[src/rtl/fir_output_decimator_if.sv]
// fir_output_decimator_if: valid/ready result stream from the decimator to its consumer
interface fir_output_decimator_if #(parameter int OUT_W = 8);
    logic signed [OUT_W-1:0] out_data;
    logic                    out_valid;
    logic                    out_ready;
    modport master(output out_data, out_valid, input out_ready);
    modport slave(input out_data, out_valid, output out_ready);
endinterface

[src/rtl/fir_output_decimator.sv]
// fir_output_decimator: integrate-and-dump, shift, saturate and FIFO-buffer FIR output samples
// Define FIR_DECIM_ROUND_EN for round-half-up before the shift; default is floor truncation.
module fir_output_decimator #(
    parameter int IN_W  = 16,
    parameter int OUT_W = 8,
    parameter int DECIM = 4,
    parameter int SHIFT = 4,
    parameter int DEPTH = 4
) (
    input  logic                     clk,
    input  logic                     reset,
    input  logic                     in_valid,
    input  logic signed [IN_W-1:0]   y_in,
    fir_output_decimator_if.master   bus,
    output logic [$clog2(DEPTH):0]   fifo_count,
    output logic                     sat_flag,
    input  logic                     sat_clr,
    output logic                     overflow
);
    localparam int PW = $clog2(DECIM);
    localparam int AW = IN_W + PW;
    localparam int AB = $clog2(DEPTH);
    localparam int CW = AB + 1;
    localparam logic signed [AW:0] MAXV = (AW+1)'(2**(OUT_W-1) - 1);
    localparam logic signed [AW:0] MINV = ~MAXV;
    logic signed [AW-1:0]  acc, sum;
    logic signed [AW:0]    scaled;
    logic [PW-1:0]         phase;
    logic [AB-1:0]         wptr, rptr;
    logic [OUT_W-1:0]      mem [DEPTH];
    logic [OUT_W-1:0]      res;
    logic                  last, push_req, push, pop, full, sat_hi, sat_lo;
    assign sum = acc + {{PW{y_in[IN_W-1]}}, y_in};
`ifdef FIR_DECIM_ROUND_EN
    localparam logic [AW:0] HALF = (AW+1)'(2**(SHIFT-1));
    assign scaled = $signed({sum[AW-1], sum} + HALF) >>> SHIFT;
`else
    assign scaled = $signed({sum[AW-1], sum}) >>> SHIFT;
`endif
    assign sat_hi   = scaled > MAXV;
    assign sat_lo   = scaled < MINV;
    assign res      = sat_hi ? MAXV[OUT_W-1:0] : sat_lo ? MINV[OUT_W-1:0] : scaled[OUT_W-1:0];
    assign last     = phase == PW'(DECIM - 1);
    assign push_req = in_valid && last;
    assign full     = fifo_count == CW'(DEPTH);
    assign pop      = bus.out_valid && bus.out_ready;
    // A pop on the same edge frees the slot, so a full FIFO still accepts the push.
    assign push     = push_req && (!full || pop);
    assign bus.out_valid = fifo_count != '0;
    assign bus.out_data  = bus.out_valid ? mem[rptr] : '0;
    always_ff @(posedge clk or negedge reset) begin
        if (!reset) begin
            acc        <= '0;
            phase      <= '0;
            wptr       <= '0;
            rptr       <= '0;
            fifo_count <= '0;
            sat_flag   <= 1'b0;
            overflow   <= 1'b0;
        end else begin
            if (in_valid) begin
                acc   <= last ? '0 : sum;
                phase <= phase + 1'b1;
            end
            if (push) wptr <= wptr + 1'b1;
            if (pop) rptr <= rptr + 1'b1;
            fifo_count <= fifo_count + CW'(push) - CW'(pop);
            overflow   <= push_req && full && !pop;
            sat_flag   <= (push_req && (sat_hi || sat_lo)) || (sat_flag && !sat_clr);
        end
    end
    always_ff @(posedge clk) begin
        if (push) mem[wptr] <= res;
    end
endmodule
[src/flat_wrapper.sv]
// flat-port wrapper written by rule: the top's interface ports become plain ports
module fir_output_decimator_flat 
#(
    parameter int IN_W  = 16,
    parameter int OUT_W = 8,
    parameter int DECIM = 4,
    parameter int SHIFT = 4,
    parameter int DEPTH = 4
)
  (clk, reset, in_valid, y_in, fifo_count, sat_flag, sat_clr, overflow, bus_out_data, bus_out_valid, bus_out_ready);
  fir_output_decimator_if #(.OUT_W(OUT_W)) bus_i ();
  input  logic clk;
  input  logic reset;
  input  logic in_valid;
  input  logic signed [IN_W-1:0] y_in;
  output logic [$clog2(DEPTH):0] fifo_count;
  output logic sat_flag;
  input  logic sat_clr;
  output logic overflow;
  output wire logic [$bits(bus_i.out_data)-1:0] bus_out_data;
  output wire logic [$bits(bus_i.out_valid)-1:0] bus_out_valid;
  input wire logic [$bits(bus_i.out_ready)-1:0] bus_out_ready;
  assign bus_out_data = bus_i.out_data;
  assign bus_out_valid = bus_i.out_valid;
  assign bus_i.out_ready = bus_out_ready;
  fir_output_decimator #(.IN_W(IN_W), .OUT_W(OUT_W), .DECIM(DECIM), .SHIFT(SHIFT), .DEPTH(DEPTH)) u_core (.clk(clk), .reset(reset), .in_valid(in_valid), .y_in(y_in), .bus(bus_i), .fifo_count(fifo_count), .sat_flag(sat_flag), .sat_clr(sat_clr), .overflow(overflow));
endmodule
[config.mk]
export PLATFORM = sky130hd
export DESIGN_NAME = fir_output_decimator_flat
export DESIGN_NICKNAME = d
export VERILOG_FILES = /design/src/rtl/fir_output_decimator_if.sv /design/src/rtl/fir_output_decimator.sv /design/src/flat_wrapper.sv
export SDC_FILE = /design/constraint.sdc
export NUM_CORES = 1
export LEC_CHECK = 0
export CAP_MARGIN = 20
export CORE_MARGIN = 8
export CORE_UTILIZATION = 57
export DETAILED_ROUTE_END_ITERATION = 12
export GPL_ROUTABILITY_DRIVEN = 0
export MAX_ROUTING_LAYER = met4
export PLACE_DENSITY = 0.88
export SYNTH_ARGS = -nofsm -noshare
export SYNTH_HDL_FRONTEND = slang
export SYNTH_SLANG_ARGS = --single-unit
[constraint.sdc]
create_clock -name clk -period 4.35 [get_ports clk]
set_input_delay 0.87 -clock clk [delete_from_list [all_inputs] [get_ports clk]]
set_output_delay 0.87 -clock clk [all_outputs]
set_load 0.02 [all_outputs]
==> CHANGELOG.md, run 1 <==
### Changed

- Status: completed
- Yosys xor share: 4.945%
- Layout cells sized above 1: 12.85%
- Post-CTS Setup Inserts: 0
- GRT Total Usage: 18.57%
- Post-Layout Cell Count: 433
- Seq share, synth: 47.62%
- Area growth from synthesis to layout: 19.04%
- Hold Fails Final Rpt: 0
- WHS Path Cells: 1
- Lkg Pwr: 1.681 nW
- DP Area: ~4000 µm²
- Final number of max-transition violations: 0
- Detail Placement HPWL: 5455 µm
- Post-synthesis mux area share: 5.687%
- Synth warn: 0
- Fin crit period: 4199 ps
- Synth Register Bits: ~61
- First-pass GRT wire length: 12530 µm
- DR pass1 iterations: 4
- CTS root buffer: clkbuf_8
- Routed Antenna Nets: 0
- Dpl cells: 417
- Startpoint types: primary input
- # IOs: 35
- Largest net degree at the start of global routing: 30
- Worst Skew: 9.920 ps
- Num rows: 28
- Initial antenna violation count: 0
- Clk pin slew, worst setup/hold paths: approximately 70 ps
- RSZ-0062 raised after global routing: no
- Vias in the first global route: 2704
- Max FO, Critical Path: 7
- R2R cell count: 11
- Nets: 400
- Hold buffer count at CTS: 0
- Worst-Margin Slew: 704.4 ps
- Setup CP Type: in -> reg
- Wirelength, routed: 7522 µm
- CTS Sinks: ~61
- Total CTS buffers: 9
- H-tree depth: 3
- Die area: ~9000 µm²
- Via Count: 2535
- Routed len/inst: 17.37 µm
- Syn Std Cell Area: ~3500 µm²
run 1: sequential cells by signal (all words and copies together) (netlist names):
name / cells
u_core.mem: 32
u_core.fifo_count: 3
u_core.rptr: 2
u_core.phase: 2
u_core.overflow: 1
u_core.acc: 18
u_core.sat_flag: 1
u_core.wptr: 2
run 1: worst max-delay path, stage by stage:
cell,delay (ps)
clkdlybuf4s50_1,460
ha_1,170
inv_1,50
fa_1,360
and2b_2,250
o2111ai_2,120
a21o_1,230
a2111o_1,430
and3b_4,210
or4_4,550
nor3_2,190
a2bb2oi_1,390
run 1: synth_stat cells (2+ instances only):
cell,count,area (µm²)
clkbuf_1,8,30.03
nor3_1,5,25.02
and2_1,13,81.33
o21ai_0,8,40.04
edfxtp_1,32,960.9
inv_1,30,112.6
xnor2_1,13,113.9
o22ai_1,15,93.84
mux4_2,8,180.2
o21ai_1,3,15.01
and2b_2,2,17.52
nand2b_1,4,25.02
a2bb2oi_1,5,43.79
a21boi_1,2,15.01
nor2b_1,3,18.77
a21o_1,5,37.54
buf_2,2,10.01
a2111o_1,2,22.52
a211oi_1,2,15.01
ha_1,24,300.3
nand3_1,3,15.01
xor2_1,7,61.31
fa_1,2,40.04
a21oi_1,14,70.07
dfrtp_1,29,725.7
nor3_2,6,60.06
o211ai_1,6,45.04
o32ai_1,4,35.03
nand2_1,19,71.32
nand4_1,3,18.77
nor2_1,10,37.54
run 1: final timing paths:
kind / startpoint / to / slack (ps)
worst min register to register: u_core.phase[0] / u_core.phase[0] / 490
max in group asynchronous: reset / u_core.wptr[1] / 3160
min in group asynchronous: reset / u_core.acc[12] / 900
worst min-delay path: u_core.phase[0] / u_core.phase[0] / 490
worst max register to register: u_core.acc[0] / u_core.mem[3][1] / 790
worst max-delay path: y_in[0] / u_core.mem[3][1] / 150
run 1: per-layer routing:
metal  up-vias  share of wire (%)  GRT usage [%]
met1      1228                 41          20.07
met2        66                 52          31.63
met3        17                5.0          5.238
met5         -                  0              -
li1       1224                  -              -
met4         0                2.0          7.152
run 1: through the flow:
stage | setup WS, ps | power, W | hold WS [ps]
after floorplan | 594.0 | 0.002351 | 444.8
after global placement | 27.46 | 0.002805 | 459.7
after detailed placement | -81.12 | 0.002881 | 463.9
after CTS | 194.1 | 0.003503 | 476.3
after global routing | 43.18 | 0.003738 | 530.0
final | 151.1 | 0.003508 | 487.9
run 1: where the power goes:
group | internal [W] | switching [W]
Combinational | 0.000812 | 0.00106
Sequential | 0.000902 | 0.000132
Clock | 0.000380 | 0.000225
run 1: layout by cell type, fill, tap and decap left out, drive strengths merged, types with 11 or more instances in the layout:
| cell | instances |
|---|---|
| a21oi | 14 |
| and2 | 14 |
| clkdlybuf4s50 | 34 |
| dfrtp | 29 |
| edfxtp | 32 |
| ha | 24 |
| inv | 30 |
| nand2 | 19 |
| nor3 | 11 |
| o21ai | 12 |
| o22ai | 15 |
| xnor2 | 13 |
run 1: cell type report:
class	instances	area [µm²]
clock buffers	10	127.6
multi-input cells	209	1684
well taps	75	93.84
inverters	30	112.6
fillers	436	1739
flip-flops and latches	61	1687
repair buffers	42	400.4
clock inverters	6	111.4
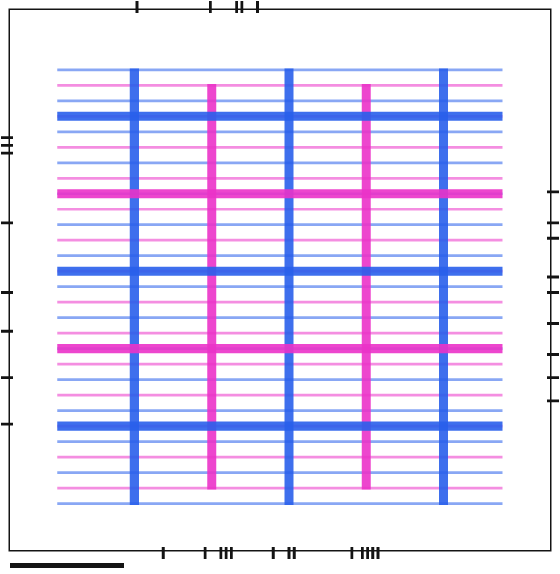
run_1/floorplan.png
The bar under the picture is 20 µm long. Pins as bars on the die edge.
colour	net
blue	VSS
magenta	VDD
met1 rails	29
signal pins	35
met4 straps	5
Die Span X: 94.83 µm
Peak VDD IR: 0.5199 mV
Core ar.: 5956 µm²
chip height: 94.83 µm

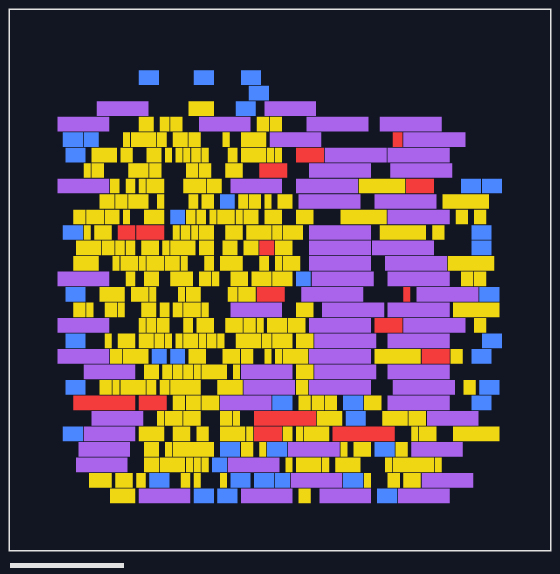
run_1/class_map.png
The bar under the picture is 20 µm long.
colour	class	cells	share of their area
purple	registers	61	41%
red	clock drivers and dummy loads	16	5.8%
yellow	remaining logic cells	239	44%
blue	remaining buffers and delay cells	42	9.7%

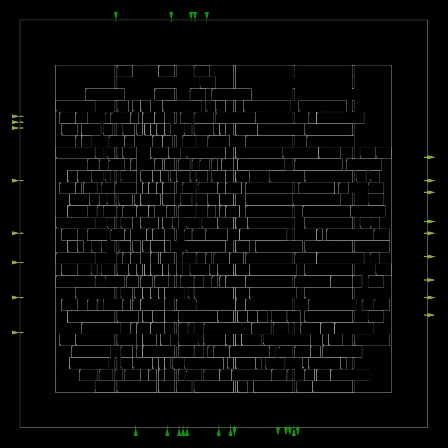
run_1/placed.png
# Taps: 75
final core utilization: 70.80%

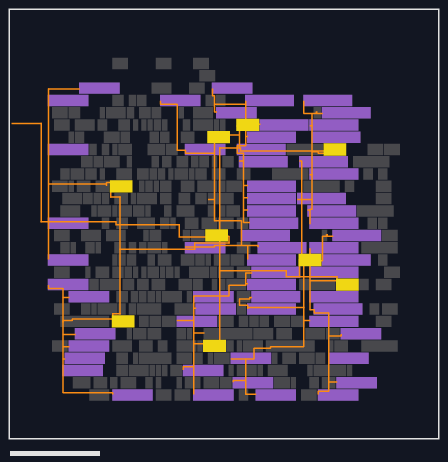
run_1/clock_wires.png
The bar under the picture is 20 µm long.
[purple] flip-flops | count: 61
[yellow] clock-net drivers | count: 9
[orange] clock wires | length: 768 µm
routed clock nets	10

==> run 1 -> run 2 <==
Settings changed: CTS_CLUSTER_SIZE set to 28.
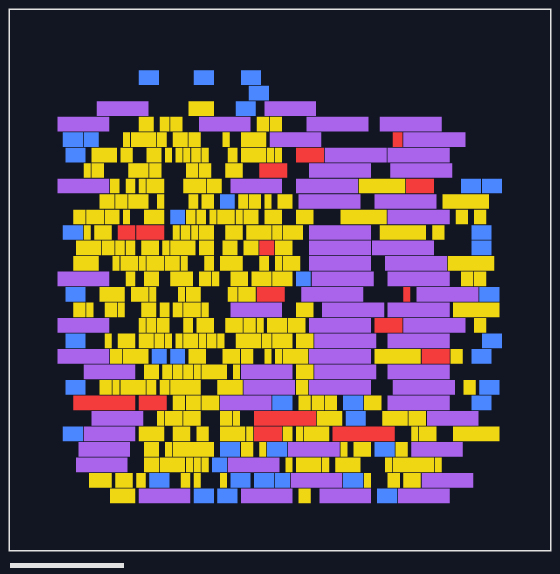
run_2/class_map.png
The bar under the picture is 20 µm long.
colour	class	cells	share of their area
purple	registers	61	41%
red	clock drivers and dummy loads	16	5.8%
yellow	remaining logic cells	239	44%
blue	remaining buffers and delay cells	42	9.7%
design area: 4217 µm²
num rows: 28
Seq area share: 40.00%

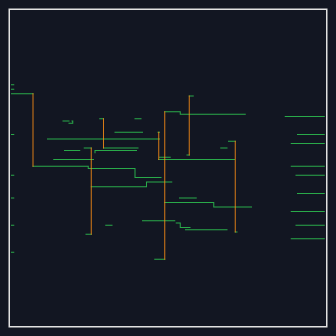
run_2/layers.png
Only two layers are drawn.
colour	layer	wire length
orange	M4	154 µm
green	M3	377 µm

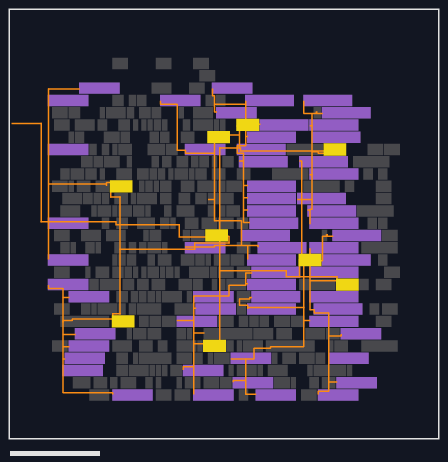
run_2/clock_wires.png
The bar under the picture is 20 µm long.
[orange] clock wires | length: 768 µm
[purple] flip-flops | count: 61
[yellow] clock-net drivers | count: 9
routed clock nets	10
Clk. pwr: 0.000605 W
clock share of power: 17.2%

==> run 2 against run 1 <==
  * Utilization did not move
  * Global-route usage unchanged
  * Clock skew is the same
  * Sequential share of layout area did not move
  * Synthesized area stayed put
  * Wire length stayed put
  * Cell area is the same
  * Combinational power barely moved
  * Via count stayed put
  * Critical path depth stayed put
  * First-iteration DRC count did not move
==> CHANGELOG.md, run 2 <==
### Changed

- Nets: 400 (unchanged)
- Post-synth ARST share: 47.54%
- Area leader share: 27.13% (unchanged)
- Clk pin slew, worst setup/hold paths: 70 ps (about the same)
- Detail Placement HPWL: 5455 µm (unchanged)
- Worst Skew: 9.920 ps (unchanged)
- Syn Std Cell Area: 3542 µm² (unchanged)
- Flip-flops with a built-in enable: 32
- Hold Fails Final Rpt: 0 (unchanged)
- Lkg Pwr: 1.681 nW (unchanged)
- Yosys top cell by instances: edfxtp_1
- Chip height: 94.83 µm (unchanged)
- Wirelength, routed: 7522 µm (unchanged)
- Setup CP Type: in -> reg
- Crit-path cells: clkdlybuf4s50_1 -> ha_1 -> inv_1 -> fa_1 -> and2b_2 -> o2111ai_2 -> a21o_1 -> a2111o_1 -> and3b_4 -> or4_4 -> nor3_2 -> a2bb2oi_1
- Post-CTS sizing: 0
- Layout cells sized above 1: 12.85% (unchanged)
- Fin crit period: 4199 ps (unchanged)
- Synth Register Bits: 61 (unchanged)
- Routed len/inst: 17.37 µm (unchanged)
- Routed Antenna Nets: 0 (unchanged)
- Status: completed
- CTS root buffer: clkbuf_8
- Clock Latency Late Sink: 350 ps
- Delay-heaviest family, CP: simple AND/OR/NAND/NOR gates
- Post-CTS Setup Inserts: 0 (unchanged)
- Peak VDD IR: 0.5199 mV (unchanged)
- CTS Sinks: 61 (unchanged)
- DP Area: 3978 µm² (unchanged)
- Startpoint types: primary input
- Worst-Margin Slew: 704.4 ps (unchanged)
- Core Util at FP: 59.47%
- Hold Path Class: reg -> reg
- Syn Inst Count: 312
- CTS tree: built
- DR pass1 iterations: 4 (unchanged)
- Yosys top cell by area: edfxtp_1
- Slowest CP cell: or4_4
- Via Count: 2535 (unchanged)
- First-pass GRT wire length: 12530 µm (unchanged)
- Drt initial violations: 137
- Top cells excl fill/tap: 34 x clkdlybuf4s50_1, 32 x edfxtp_1, 30 x inv_1
- DRC errors left: 0
- Die Span X: 94.83 µm (unchanged)
- Seq share, synth: 47.62% (unchanged)
- Area growth from synthesis to layout: 19.04% (unchanged)
- Min Hold Slack: 487.9 ps (unchanged)
- H-tree depth: 3 (unchanged)
- CTS Buffer Depth: 2
- Largest net degree at the start of global routing: 30 (unchanged)
- # IOs: 35 (unchanged)
- Synth cell count leaders: 32 x edfxtp_1, 30 x inv_1, 29 x dfrtp_1, 24 x ha_1, 19 x nand2_1
- Max FFs per register: 32 (unchanged)
- RSZ-0062 raised after global routing: no
- Tot Pwr: 0.003508 W (unchanged)
- Core ar.: 5956 µm² (unchanged)
- Total CTS buffers: 9 (unchanged)
- CP Buf/Inv Count: 2 (unchanged)
- Die area: 8993 µm² (unchanged)
- GR Overflow Total: 0
- PD cells: approximately 830 nW/µm²
- Worst path max stage delay: 550 ps (about the same)
- Post-synth cell types: between 50 and 60
- Vias per std cell: 5.855
- Hold buffer count at CTS: 0 (unchanged)
- Highest-count logic cell in the final layout: clkdlybuf4s50_1
- Top cells, area: edfxtp_1 27%, dfrtp_1 20%, ha_1 8.5%
- Initial antenna violation count: 0 (unchanged)
- Top Registers: u_core.mem: 32 flops, u_core.acc: 18 flops, u_core.fifo_count: 3 flops
- Synth warn: 0 (unchanged)
- GRT Total Usage: 18.57% (unchanged)
- Final core utilization: 70.80% (unchanged)
- # fillers: 436 (unchanged)
- Vias in the first global route: 2704 (unchanged)
- Largest Register: u_core.mem
- Final number of max-transition violations: 0 (unchanged)
- Max FO, Critical Path: 7 (unchanged)
-- run 2: metal layers --
layer,track usage (%),part of all wire (%),vias to the layer above
met5,-,0,-
met4,7.152,2.0,0
met3,5.238,5.0,17
met2,31.63,52,66
met1,20.07,41,1228
li1,-,-,1224
-- run 2: final timing paths --
check	startpoint	end	slack, ps	cells past startpoint
worst min register to register	u_core.phase[0]	u_core.phase[0]	490	1
worst min-delay path	u_core.phase[0]	u_core.phase[0]	490	1
worst max register to register	u_core.acc[0]	u_core.mem[3][1]	790	11
max in group asynchronous	reset	u_core.wptr[1]	3160	2
worst max-delay path	y_in[0]	u_core.mem[3][1]	150	12
min in group asynchronous	reset	u_core.acc[12]	900	2
-- run 2: cell families after synthesis --
family,synth area share (%)
compound gates,14.73
xor+xnor,4.945
fa+ha+maj,9.608
buf+inv,4.839
flops,47.62
mux,5.687
simple gates,12.58
-- run 2: cell type report --
type	count	area [µm²]	share of cell area (%)
multi-input cells	209	1684	39.94
repair buffers	42	400.4	9.496
clock inverters	6	111.4	2.641
well taps	75	93.84	2.226
flip-flops and latches	61	1687	40.00
clock buffers	10	127.6	3.027
inverters	30	112.6	2.671
-- run 2: worst reg2reg max path, cell delays in order (launching register included) --
cell       delay, ps
dfrtp_1          350
ha_1             170
inv_1             50
fa_1             360
and2b_2          250
o2111ai_2        120
a21o_1           230
a2111o_1         430
and3b_4          210
or4_4            550
nor3_2           190
a2bb2oi_1        390
-- run 2: through the flow --
step / worst slack [ps] / cells
floorplan: 594.0 / 312
detailed placement: -81.12 / 417
finish: 151.1 / 433
global route: 43.18 / 433
global placement: 27.46 / 417
CTS: 194.1 / 433
-- run 2: where the power goes --
part / internal (W) / switching [W]
clock: 0.000380 / 0.000225
sequential: 0.000902 / 0.000132
combinational: 0.000812 / 0.00106
total: 0.00209 / 0.00141
==> run 2 -> run 3 <==
Settings changed: HOLD_SLACK_MARGIN set to 0.06.
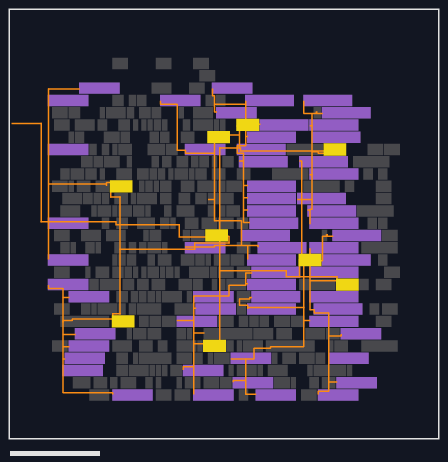
run_3/clock_wires.png
The bar under the picture is 20 µm long.
Clock Latency Late Sink: 350 ps
Worst Skew: 9.920 ps

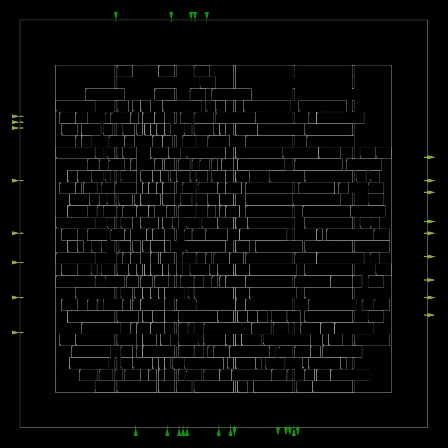
run_3/placed.png
# fillers: 436
flop count: 61

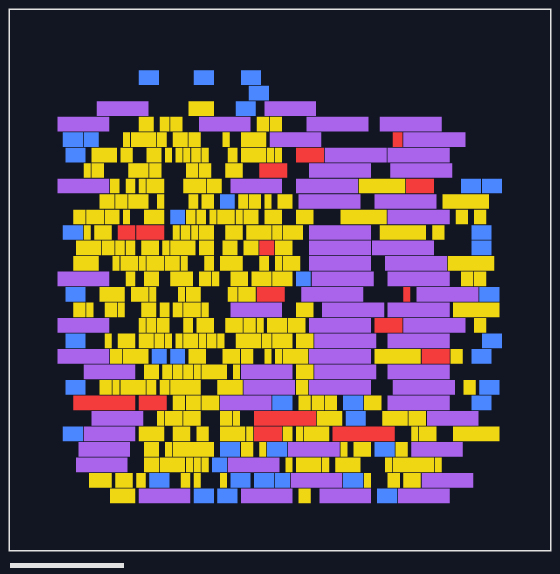
run_3/class_map.png
The bar under the picture is 20 µm long.
colour	class	cells	share of their area
blue	remaining buffers and delay cells	42	9.7%
red	clock drivers and dummy loads	16	5.8%
yellow	remaining logic cells	239	44%
purple	registers	61	41%

==> run 3 against run 2 <==
  * Utilization stayed put
  * Worst setup slack did not move
  * Power is the same
  * Non-clock buffer count unchanged
  * Critical path depth unchanged
  * First-iteration DRC count did not move
  * Largest power group unchanged
==> CHANGELOG.md, run 3 <==
### Changed

- M2 GR Usage: 31.63% (unchanged)
- CP Launch Point: y_in[0]
- Vias per std cell: 5.855 (unchanged)
- NetSw: 0.001413 W (unchanged)
- Share of total power in combinational logic: 53.3% (about the same)
- Compound Share, Synth: 14.73% (unchanged)
- Design area: 4217 µm² (unchanged)
- Reg2reg setup slack: 790 ps (about the same)
- Post-synthesis mux area share: 5.687% (unchanged)
- Wirelength, routed: 7522 µm (unchanged)
- Core ar.: 5956 µm² (unchanged)
- Vias in the first global route: 2704 (unchanged)
- Lkg Pwr: 1.681 nW (unchanged)
- Yosys top cell by instances: edfxtp_1
- Post-CTS Setup Inserts: 0 (unchanged)
- Flop pwr share: 29.5% (about the same)
- Hold Path Class: reg -> reg
- Status: completed
- Area growth from synthesis to layout: 19.04% (unchanged)
- Via Count: 2535 (unchanged)
- Flop area: 1687 µm² (unchanged)
- Highest-count logic cell in the final layout: clkdlybuf4s50_1
- Yosys xor share: 4.945% (unchanged)
- Syn Std Cell Area: 3542 µm² (unchanged)
- FF-to-FF Start: u_core.acc[0]
- Combinational gate area: 1684 µm² (unchanged)
- Core Util at FP: 59.47% (unchanged)
- Clk pin slew, worst setup/hold paths: 70 ps (about the same)
- Logic family by area: AND-OR/OR-AND gates
- Internal Power: 0.002095 W (unchanged)
- Total CTS buffers: 9 (unchanged)
- Top cells, area: edfxtp_1 27%, dfrtp_1 20%, ha_1 8.5%
- Top cells excl fill/tap: 34 x clkdlybuf4s50_1, 32 x edfxtp_1, 30 x inv_1
- Pre-CTS setup slack: -81.12 ps (unchanged)
- Peak VDD IR: 0.5199 mV (unchanged)
- Die area: 8993 µm² (unchanged)
- PD cells: 832.0 nW/µm² (unchanged)
- Drt initial violations: 137 (unchanged)
- Setup slack after layout: 151.1 ps (unchanged)
- Die Span X: 94.83 µm (unchanged)
- Detail Placement HPWL: 5455 µm (unchanged)
- R2R cell count: 11 (unchanged)
- Top Registers: u_core.mem: 32 flops, u_core.acc: 18 flops, u_core.fifo_count: 3 flops
- Met1 Usage GRT: 20.07% (unchanged)
- Post-synth cell types: 54 (unchanged)
- Clock share of power: 17.2% (about the same)
- DRC errors left: 0 (unchanged)
- Hold Fails Final Rpt: 0 (unchanged)
- DP Area: 3978 µm² (unchanged)
- Slowest CP cell: or4_4
- H-tree depth: 3 (unchanged)
- # IOs: 35 (unchanged)
- Critical path endpoint: u_core.mem[3][1]
- Nets: 400 (unchanged)
- Max FO, Critical Path: 7 (unchanged)
- Simple share: 12.58% (unchanged)
- Synth cell count leaders: 32 x edfxtp_1, 30 x inv_1, 29 x dfrtp_1, 24 x ha_1, 19 x nand2_1
- DR pass1 iterations: 4 (unchanged)
- Num rows: 28 (unchanged)
- CTS Sinks: 61 (unchanged)
- CP Buf/Inv Count: 2 (unchanged)
- First-pass GRT wire length: 12530 µm (unchanged)
- Max FFs per register: 32 (unchanged)
- Post-synth ARST share: 47.54% (unchanged)
- Critical R2R Capture: u_core.mem[3][1]
- Delay-heaviest family, CP: simple AND/OR/NAND/NOR gates
- CTS tree: built
- Tot Pwr: 0.003508 W (unchanged)
- Syn Inst Count: 312 (unchanged)
- Adder-Cell Fraction of Synth Area: 9.608% (unchanged)
- CTS root buffer: clkbuf_8
- Hold buffer count at CTS: 0 (unchanged)
- Post-Layout Cell Count: 433 (unchanged)
- Worst path max stage delay: 550 ps (about the same)
run 3: cell counts after synthesis:
No cell type changed its count.
run 3: worst reg2reg max path, cell delays in order (launching register included):
cell and delay, ps:
dfrtp_1 350, ha_1 170, inv_1 50, fa_1 360, and2b_2 250, o2111ai_2 120, a21o_1 230, a2111o_1 430
and3b_4 210, or4_4 550, nor3_2 190, a2bb2oi_1 390
run 3: routing by layer:
metal,vias to the layer above,share of wire (%)
met4,0,2.0
li1,1224,-
met3,17,5.0
met2,66,52
met5,-,0
met1,1228,41
run 3: kinds of logic (layout without fill, tap and decap cells):
group           after synthesis  after routing
simple gates                 77             77
compound gates               76             76
flops                        61             61
buf+inv                      42             88
fa+ha+maj                    26             26
xor+xnor                     20             20
mux                          10             10
run 3: area by class of cell:
type                    count  share of cell area, %
clock inverters             6                  2.641
clock buffers              10                  3.027
repair buffers             42                  9.496
well taps                  75                  2.226
flip-flops and latches     61                  40.00
inverters                  30                  2.671
multi-input cells         209                  39.94
run 3: worst min path at each step:
stage                         start         endpoint  slack (ps)  cells past startpoint
floorplan           u_core.phase[0]  u_core.phase[0]         440                      1
global placement    u_core.phase[0]  u_core.phase[0]         460                      1
detailed placement  u_core.phase[0]  u_core.phase[0]         460                      1
CTS                 u_core.phase[0]  u_core.phase[0]         480                      1
global route        u_core.phase[0]  u_core.phase[0]         530                      1
finish              u_core.phase[0]  u_core.phase[0]         490                      1
run 3: power by group through the flow:
stage	combinational (W)	clock, W	sequential [W]
after global routing	0.00204	0.000637	0.00106
after detailed placement	0.00183	0	0.00105
after floorplan	0.00135	0	0.00100
final	0.00187	0.000605	0.00103
after CTS	0.00185	0.000613	0.00104
after global placement	0.00177	0	0.00104
run 3: stage by stage:
stage | hold WS (ps) | utilization [%] | setup TNS (ps)
floorplan | 444.8 | - | 0
global placement | 459.7 | 66.79 | 0
detailed placement | 463.9 | 66.79 | -937.2
CTS | 476.3 | 70.80 | 0
global route | 530.0 | 70.80 | 0
finish | 487.9 | 70.80 | 0
Power is estimated from default activity; no workload was simulated.
